### src/rtl/uw_wez_sink_if.sv
// Handshake bundle between the uw stage, the wez sink FIFO and its consumer.
// UW_SINK_XCHK_EN selects a 4-state in_data so X/Z words can reach the sink.
interface uw_wez_sink_if #(
   parameter int unsigned W = 12
);
`ifdef UW_SINK_XCHK_EN
   logic [W-1:0] in_data;
`else
   bit   [W-1:0] in_data;
`endif
   logic         in_valid;
   logic         in_ready;
   logic [W-1:0] out_data;
   logic         out_valid;
   logic         out_ready;

   // master: producer and consumer side; slave: the sink FIFO
   modport master (
      output in_data, in_valid, out_ready,
      input  in_ready, out_data, out_valid
   );
   modport slave (
      input  in_data, in_valid, out_ready,
      output in_ready, out_data, out_valid
   );
endinterface

### src/rtl/uw_wez_sink.sv
// First-word fall-through sink FIFO for the uw wez bus with a toggle-activity counter.
// Define UW_SINK_XCHK_EN to drop (and count) handshaked words carrying X/Z bits.
module uw_wez_sink #(
   parameter int unsigned W     = 12,
   parameter int unsigned DEPTH = 4,
   parameter int unsigned CNTW  = 16,
   localparam int unsigned AW   = $clog2(DEPTH)
) (
   input  logic            clk,
   input  logic            rst,
   uw_wez_sink_if.slave    bus,
   output logic [CNTW-1:0] chg_cnt,
   output logic [AW:0]     level,
   output logic [CNTW-1:0] xdrop_cnt
);

   logic [W-1:0]    mem [DEPTH];
   logic [AW:0]     wr_ptr_q, wr_ptr_d;
   logic [AW:0]     rd_ptr_q, rd_ptr_d;
   logic [CNTW-1:0] chg_cnt_q, chg_cnt_d;
   logic [W-1:0]    prev_word_q, prev_word_d;
   logic            have_prev_q, have_prev_d;
   logic [W-1:0]    last_q, last_d;
   logic            full, empty;
   logic            accept, pop, xword, wr_en;
   logic [W-1:0]    head;

   assign full  = (wr_ptr_q[AW] != rd_ptr_q[AW]) && (wr_ptr_q[AW-1:0] == rd_ptr_q[AW-1:0]);
   assign empty = (wr_ptr_q == rd_ptr_q);
   assign head  = mem[rd_ptr_q[AW-1:0]];

   assign bus.in_ready  = !full;
   assign bus.out_valid = !empty;
   assign bus.out_data  = empty ? last_q : head;
   assign level         = wr_ptr_q - rd_ptr_q;
   assign chg_cnt       = chg_cnt_q;

   assign accept = bus.in_valid && !full;
   assign pop    = !empty && bus.out_ready;

`ifdef UW_SINK_XCHK_EN
   logic [CNTW-1:0] xdrop_cnt_q, xdrop_cnt_d;

   // an X/Z word is still handshaked (in_ready applies) but never stored
   assign xword     = (^bus.in_data === 1'bx);
   assign xdrop_cnt = xdrop_cnt_q;

   always_comb begin
      xdrop_cnt_d = xdrop_cnt_q;
      if (accept && xword && (xdrop_cnt_q != '1)) begin
         xdrop_cnt_d = xdrop_cnt_q + 1'b1;
      end
   end

   always_ff @(posedge clk) begin
      if (rst) begin
         xdrop_cnt_q <= '0;
      end else begin
         xdrop_cnt_q <= xdrop_cnt_d;
      end
   end
`else
   assign xword     = 1'b0;
   assign xdrop_cnt = '0;
`endif

   assign wr_en = accept && !xword;

   always_comb begin
      wr_ptr_d    = wr_ptr_q;
      rd_ptr_d    = rd_ptr_q;
      chg_cnt_d   = chg_cnt_q;
      prev_word_d = prev_word_q;
      have_prev_d = have_prev_q;
      last_d      = last_q;
      if (wr_en) begin
         wr_ptr_d    = wr_ptr_q + 1'b1;
         prev_word_d = bus.in_data;
         have_prev_d = 1'b1;
         if (have_prev_q && (bus.in_data != prev_word_q) && (chg_cnt_q != '1)) begin
            chg_cnt_d = chg_cnt_q + 1'b1;
         end
      end
      if (pop) begin
         rd_ptr_d = rd_ptr_q + 1'b1;
      end
      // keep a copy of the visible head so out_data holds once the FIFO empties
      if (!empty) begin
         last_d = head;
      end
   end

   always_ff @(posedge clk) begin
      if (rst) begin
         wr_ptr_q    <= '0;
         rd_ptr_q    <= '0;
         chg_cnt_q   <= '0;
         prev_word_q <= '0;
         have_prev_q <= 1'b0;
         last_q      <= '0;
      end else begin
         wr_ptr_q    <= wr_ptr_d;
         rd_ptr_q    <= rd_ptr_d;
         chg_cnt_q   <= chg_cnt_d;
         prev_word_q <= prev_word_d;
         have_prev_q <= have_prev_d;
         last_q      <= last_d;
      end
   end

   always_ff @(posedge clk) begin
      if (!rst && wr_en) begin
         mem[wr_ptr_q[AW-1:0]] <= bus.in_data;
      end
   end

endmodule
### src/flat_wrapper.sv
// flat-port wrapper written by rule: the top's interface ports become plain ports
module uw_wez_sink_flat 
#(
   parameter int unsigned W     = 12,
   parameter int unsigned DEPTH = 4,
   parameter int unsigned CNTW  = 16,
   localparam int unsigned AW   = $clog2(DEPTH)
)
  (clk, rst, chg_cnt, level, xdrop_cnt, bus_in_data, bus_in_valid, bus_out_ready, bus_in_ready, bus_out_data, bus_out_valid);
  uw_wez_sink_if #(.W(W)) bus_i ();
  input  logic clk;
  input  logic rst;
  output logic [CNTW-1:0] chg_cnt;
  output logic [AW:0] level;
  output logic [CNTW-1:0] xdrop_cnt;
  input wire logic [$bits(bus_i.in_data)-1:0] bus_in_data;
  input wire logic [$bits(bus_i.in_valid)-1:0] bus_in_valid;
  input wire logic [$bits(bus_i.out_ready)-1:0] bus_out_ready;
  output wire logic [$bits(bus_i.in_ready)-1:0] bus_in_ready;
  output wire logic [$bits(bus_i.out_data)-1:0] bus_out_data;
  output wire logic [$bits(bus_i.out_valid)-1:0] bus_out_valid;
  assign bus_i.in_data = bus_in_data;
  assign bus_i.in_valid = bus_in_valid;
  assign bus_i.out_ready = bus_out_ready;
  assign bus_in_ready = bus_i.in_ready;
  assign bus_out_data = bus_i.out_data;
  assign bus_out_valid = bus_i.out_valid;
  uw_wez_sink #(.W(W), .DEPTH(DEPTH), .CNTW(CNTW)) u_core (.clk(clk), .rst(rst), .bus(bus_i), .chg_cnt(chg_cnt), .level(level), .xdrop_cnt(xdrop_cnt));
endmodule
### config.mk
export PLATFORM = sky130hd
export DESIGN_NAME = uw_wez_sink_flat
export DESIGN_NICKNAME = d
export VERILOG_FILES = /design/src/rtl/uw_wez_sink_if.sv /design/src/rtl/uw_wez_sink.sv /design/src/flat_wrapper.sv
export SDC_FILE = /design/constraint.sdc
export NUM_CORES = 1
export LEC_CHECK = 0
export ABC_AREA = 1
export CAP_MARGIN = 20
export CORE_MARGIN = 3
export CORE_UTILIZATION = 39
export CTS_CLUSTER_DIAMETER = 80
export CTS_CLUSTER_SIZE = 12
export DETAILED_ROUTE_END_ITERATION = 10
export SLEW_MARGIN = 10
export SYNTH_ARGS = -nofsm -noshare
export SYNTH_HDL_FRONTEND = slang
export SYNTH_SLANG_ARGS = --single-unit
### constraint.sdc
create_clock -name clk -period 4.16 [get_ports clk]
set_clock_uncertainty 0.05 [all_clocks]
set_input_delay 1.04 -clock clk [delete_from_list [all_inputs] [get_ports clk]]
set_output_delay 1.04 -clock clk [all_outputs]
set_load 0.01 [all_outputs]
Run 1, routed clock nets over the placement:
Bar = 20 um.
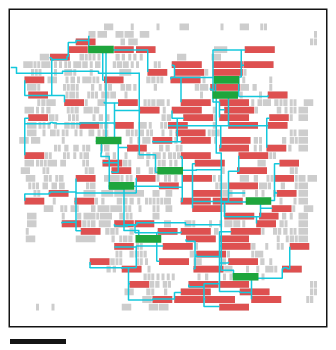
green -> cells driving clock nets  # count 9
red -> flip-flops  # count 97
cyan -> clock wires  # length 1,170 um
flops lie = all over the die

Run 1, wiring by layer:
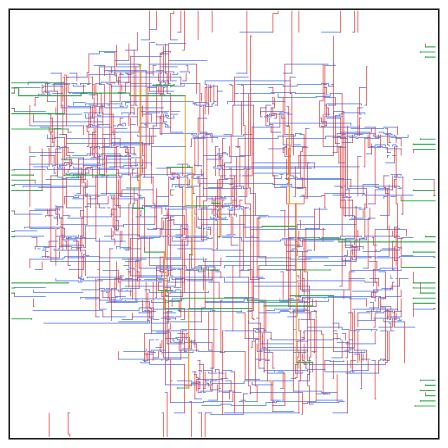
orange -> met4  # wire length 194 um
red -> met2  # wire length 4,500 um
blue -> met1  # wire length 4,530 um
green -> met3  # wire length 453 um

Run 1, a small window of the routed layout:
Window x 37 to 77, y 14 to 54 um. Cells in grey, sequential cells in the stronger grey; small squares are vias.
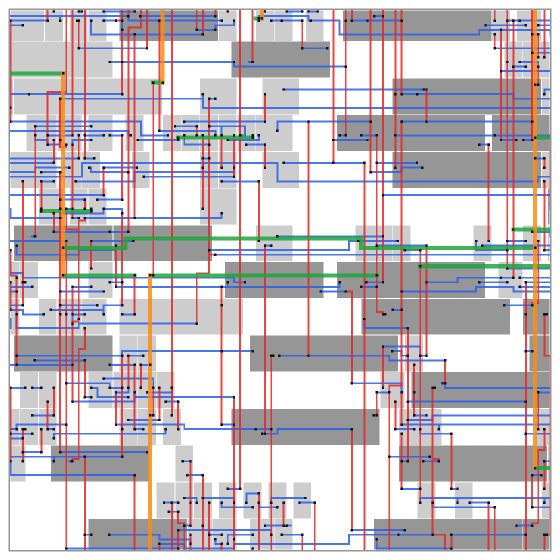
orange -> met4
red -> met2
green -> met3
blue -> met1
cells with their middle in the window = 100
sequential cells in the window = 19
most frequent = inv_1 (19), nand2_1 (19), nor2_1 (12)
netlist names of flops here include = u_core.mem (11), u_core.prev_word_q (4), u_core.rd_ptr_q (2)

-- run 1: worst max-delay path: stages (launching register included) --
cell	delay [ns]
dfxtp_1	0.36
inv_1	0.10
ha_1	0.31
nand2_1	0.06
inv_1	0.16
nand3_1	0.19
inv_1	0.30
nand2_1	0.12
nand2_1	0.09
clkdlybuf4s50_1	0.53
-- run 1: power breakdown --
group	switching (mW)	total (mW)	leakage, nW	internal (mW)
Sequential	0.0413	1.11	0.838	1.07
Clock	0.343	0.823	0.143	0.480
Combinational	0.319	0.572	1.18	0.253
Total	0.703	2.51	2.16	1.81
-- run 1: through the flow --
stage	util	hold slack [ns]	total power, mW	worst slack (ns)
finish	0.484	0.421	2.51	0.514
floorplan	-	0.394	1.47	1.51
detailed placement	0.457	0.416	1.71	0.880
global route	0.484	0.447	2.65	0.323
global placement	0.457	0.401	1.70	0.981
CTS	0.484	0.424	2.54	0.501
-- run 1: path summary, 6_finish.rpt --
check / endpoint / slack [ns] / start / cells past startpoint
min: u_core.prev_word_q[0] / 0.42 / u_core.prev_word_q[0] / 2
max: bus_out_data[11] / 0.51 / u_core.wr_ptr_q[0] / 9
min reg2reg: u_core.prev_word_q[0] / 0.42 / u_core.prev_word_q[0] / 2
max reg2reg: u_core.chg_cnt[8] / 1.84 / u_core.chg_cnt[0] / 9
-- run 1: registers in the layout, summed over array words and instances, names as in the netlist, named ones only --
name	flops
u_core.last_q	12
u_core.prev_word_q	12
u_core.chg_cnt	16
u_core.mem	48
u_core.wr_ptr_q	3
u_core.have_prev_q	1
u_core.rd_ptr_q	3
-- run 1: per-layer routing --
metal | track usage | vias up
met1 | 0.208 | 1582
met4 | 0.0713 | 0
met3 | 0.0361 | 18
li1 | - | 1774
met2 | 0.251 | 83
met5 | 0 | -
==> results.py, run 1 <==
# Physical implementation metrics
metrics = {
    "synth": {
        "synthArstFlopShare": 0,
        "yosysWarnings": 0,
        "synth.area.top_cells": "edfxtp_1 (32%), dfxtp_1 (22%), nand2_1 (9.7%)",
        "ys_dominant_reg_cell": "dfxtp_1",
        "common_cells": "nand2_1 (117), nor2_1 (80), inv_1 (57), dfxtp_1 (49), edfxtp_1 (48)",
        "syn_avg_cell_area_um2": 8.58,
        "ys_seq_frac": 0.538,
        "synthCells": 525,
        "synthSimpleGateAreaFrac": 0.222,
    },
    "timing": {
        "rsz0062_at_grt": "no",
        "post-route-period-util": 0.877,
        "hold_viol": 0,
    },
    "worst_setup_path": {
        "cp-end-kind": "output port",
        "start_kind": "flop",
    },
    "cts": {
        "cts.clk_slew.worst_paths_ns": 0.06,
        "clockBufferDepth": 2,
        "cts_tree": "built",
        "cts_buffers": 9,
    },
    "route": {
        "wl_met3_um": 453,
        "drt-total-wl_mm": 9.67,
        "first_pass_iters": 4,
        "route.layer.met1.wl_mm": 4.53,
    },
    "floorplan": {
        "n_tap_cell": 140,
        "fp-row-count": 38,
    },
    "min_path": {
        "hold_class": "flop to flop",
    },
    "cells_and_area": {
        "comb_share": 0.315,
        "nNonClkInverters": 59,
    },
    "run_status": {
        "status": "finished clean",
    },
    "global_route": {
        "grt_pass1_wl_mm": 16.1,
        "grt_overflow": 0,
        "grt_max_degree": 28,
    },
}
==> run 2, diff against run 1 <==
==> constraint.sdc (replaced) <==
create_clock -name clk -period 4.7 [get_ports clk]
set_clock_uncertainty 0.05 [all_clocks]
set_input_delay 1.175 -clock clk [delete_from_list [all_inputs] [get_ports clk]]
set_output_delay 1.175 -clock clk [all_outputs]
set_load 0.02 [all_outputs]
Run 2, wiring by layer:
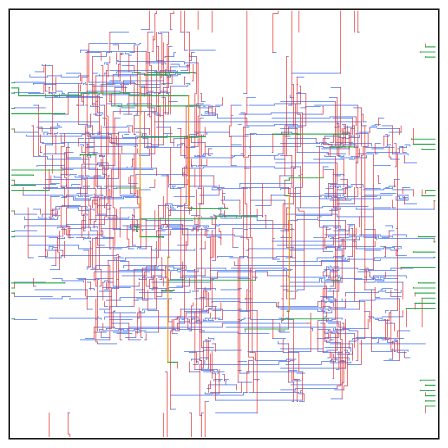
green -> met3  # wire length 437 um
orange -> met4  # wire length 132 um
blue -> met1  # wire length 4,590 um
red -> met2  # wire length 4,070 um

==> results.py, run 2 <==
# Physical implementation metrics
metrics = {
    "run_status": {
        "status": "finished clean",
    },
    "timing": {
        "rsz0062_at_grt": "no",
        "setup_viol": 0,
        "hold_viol": 0,
        "timing.final.ws_setup_ns": 0.826,
        "post-route-period-util": 0.824,
        "hold_ws_ns": 0.418,
    },
    "cts": {
        "cts_buffers": 9,
        "cts_resized": 0,
        "cts_sinks": 97,
        "cts-root-buf": "clkbuf_16",
        "cts_tree": "built",
    },
    "worst_setup_path": {
        "cp_slowest_cell": "clkdlybuf4s50_1",
        "crit_family": "buffers and inverters",
        "start_kind": "flop",
        "r2r-start": "u_core.chg_cnt[0]",
        "cp-end-kind": "output port",
        "critPathBufInv": 4,
        "crit_chain": "inv_1 -> ha_1 -> nand2_1 -> inv_1 -> nand3_1 -> inv_1 -> nand2_1 -> nand2_1 -> clkdlybuf4s50_1",
        "max_stage_delay_ns": 0.60,
    },
    "cells_and_area": {
        "largest_reg_flops": 48,
    },
    "global_route": {
        "grt_overflow": 0,
        "grt_max_degree": 28,
        "grt_pass1_vias": 3181,
        "grt_pass1_wl_mm": 15.4,
    },
    "route": {
        "route.layer.met1.wl_mm": 4.59,
        "first_pass_iters": 4,
        "wl_met3_um": 437,
        "drt_iter0_markers": 147,
    },
    "power_and_ir_drop": {
        "p_clk_frac": 0.327,
        "p_int_mw": 1.60,
        "power_frac_seq": 0.431,
        "power.switching_mw": 0.675,
        "leakagePower_nw": 2.16,
        "switching_share": 0.296,
        "comb_power_share": 0.242,
    },
    "synth": {
        "ys.flops": 97,
        "yosysWarnings": 0,
        "synthSimpleGateAreaFrac": 0.222,
        "ys_dominant_reg_cell": "dfxtp_1",
        "synthArstFlopShare": 0,
        "synthCells": 525,
        "synth.area.top_cells": "edfxtp_1 (32%), dfxtp_1 (22%), nand2_1 (9.7%)",
        "aoi_share": 0.0958,
        "ys_seq_frac": 0.538,
    },
    "placed_design": {
        "pre_cts_slack_ns": 1.15,
    },
    "min_path": {
        "hold_path.startpoint": "u_core.prev_word_q[8]",
        "hold_class": "flop to flop",
    },
}
Run 2, placed standard cells:
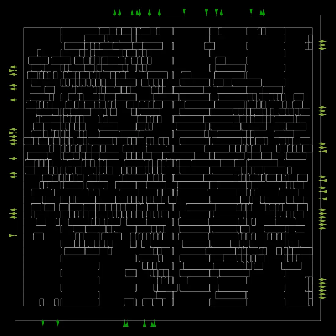
Seq area share: 0.451
Fill cells: 1,042
FP Rows: 38
final core occ: 0.484

==> run 2: cell counts after synthesis <==
No cell type changed its count.
==> run 2: stage by stage <==
step	power, mW	area [um^2]	utilization
after floorplan	1.35	4560	-
after global placement	1.55	5060	0.456
after detailed placement	1.56	5060	0.456
after CTS	2.30	5360	0.484
after global routing	2.40	5360	0.484
final	2.28	5370	0.484
==> run 2: cell families (layout without fill, tap and decap cells) <==
| logic type | after synthesis | in the layout |
|---|---|---|
| AND/OR/NAND/NOR | 239 | 239 |
| flip-flops | 97 | 97 |
| buffers and inverters | 95 | 132 |
| AND-OR/OR-AND | 75 | 75 |
| adder cells (fa/ha/maj) | 9 | 9 |
| XOR/XNOR | 9 | 9 |
| other | 1 | 17 |
==> run 2: path summary, 6_finish.rpt <==
check,endpoint,slack [ns],cells after the start
worst min register to register,u_core.prev_word_q[8],0.42,2
worst max-delay path,bus_out_data[3],0.83,9
worst min-delay path,u_core.prev_word_q[8],0.42,2
worst max register to register,u_core.chg_cnt[1],2.36,9
==> run 2: power groups by stage <==
stage / clock (mW) / sequential (mW) / combinational [mW]
2_1_floorplan: 0 / 0.990 / 0.364
3_3_place_gp: 0 / 1.00 / 0.547
3_5_place_dp: 0 / 1.00 / 0.554
4_1_cts: 0.763 / 0.983 / 0.557
5_1_grt: 0.800 / 0.991 / 0.611
6_report: 0.745 / 0.983 / 0.551
==> run 2: final cells by class <==
cell class                 count  area share
timing repair buffer          57       0.102
inverter                      59      0.0413
sequential                    97       0.451
antenna                        1    0.000466
multi-input combinational    348       0.315
tap                          140      0.0326
clock buffer                  11      0.0452
clock inverter                 5      0.0119
==> run 2: routing by layer <==
layer,vias to the layer above,track usage
li1,1774,-
met5,-,0
met2,78,0.229
met4,0,0.0489
met1,1503,0.209
met3,12,0.0387
Power and IR drop assume default switching activity.
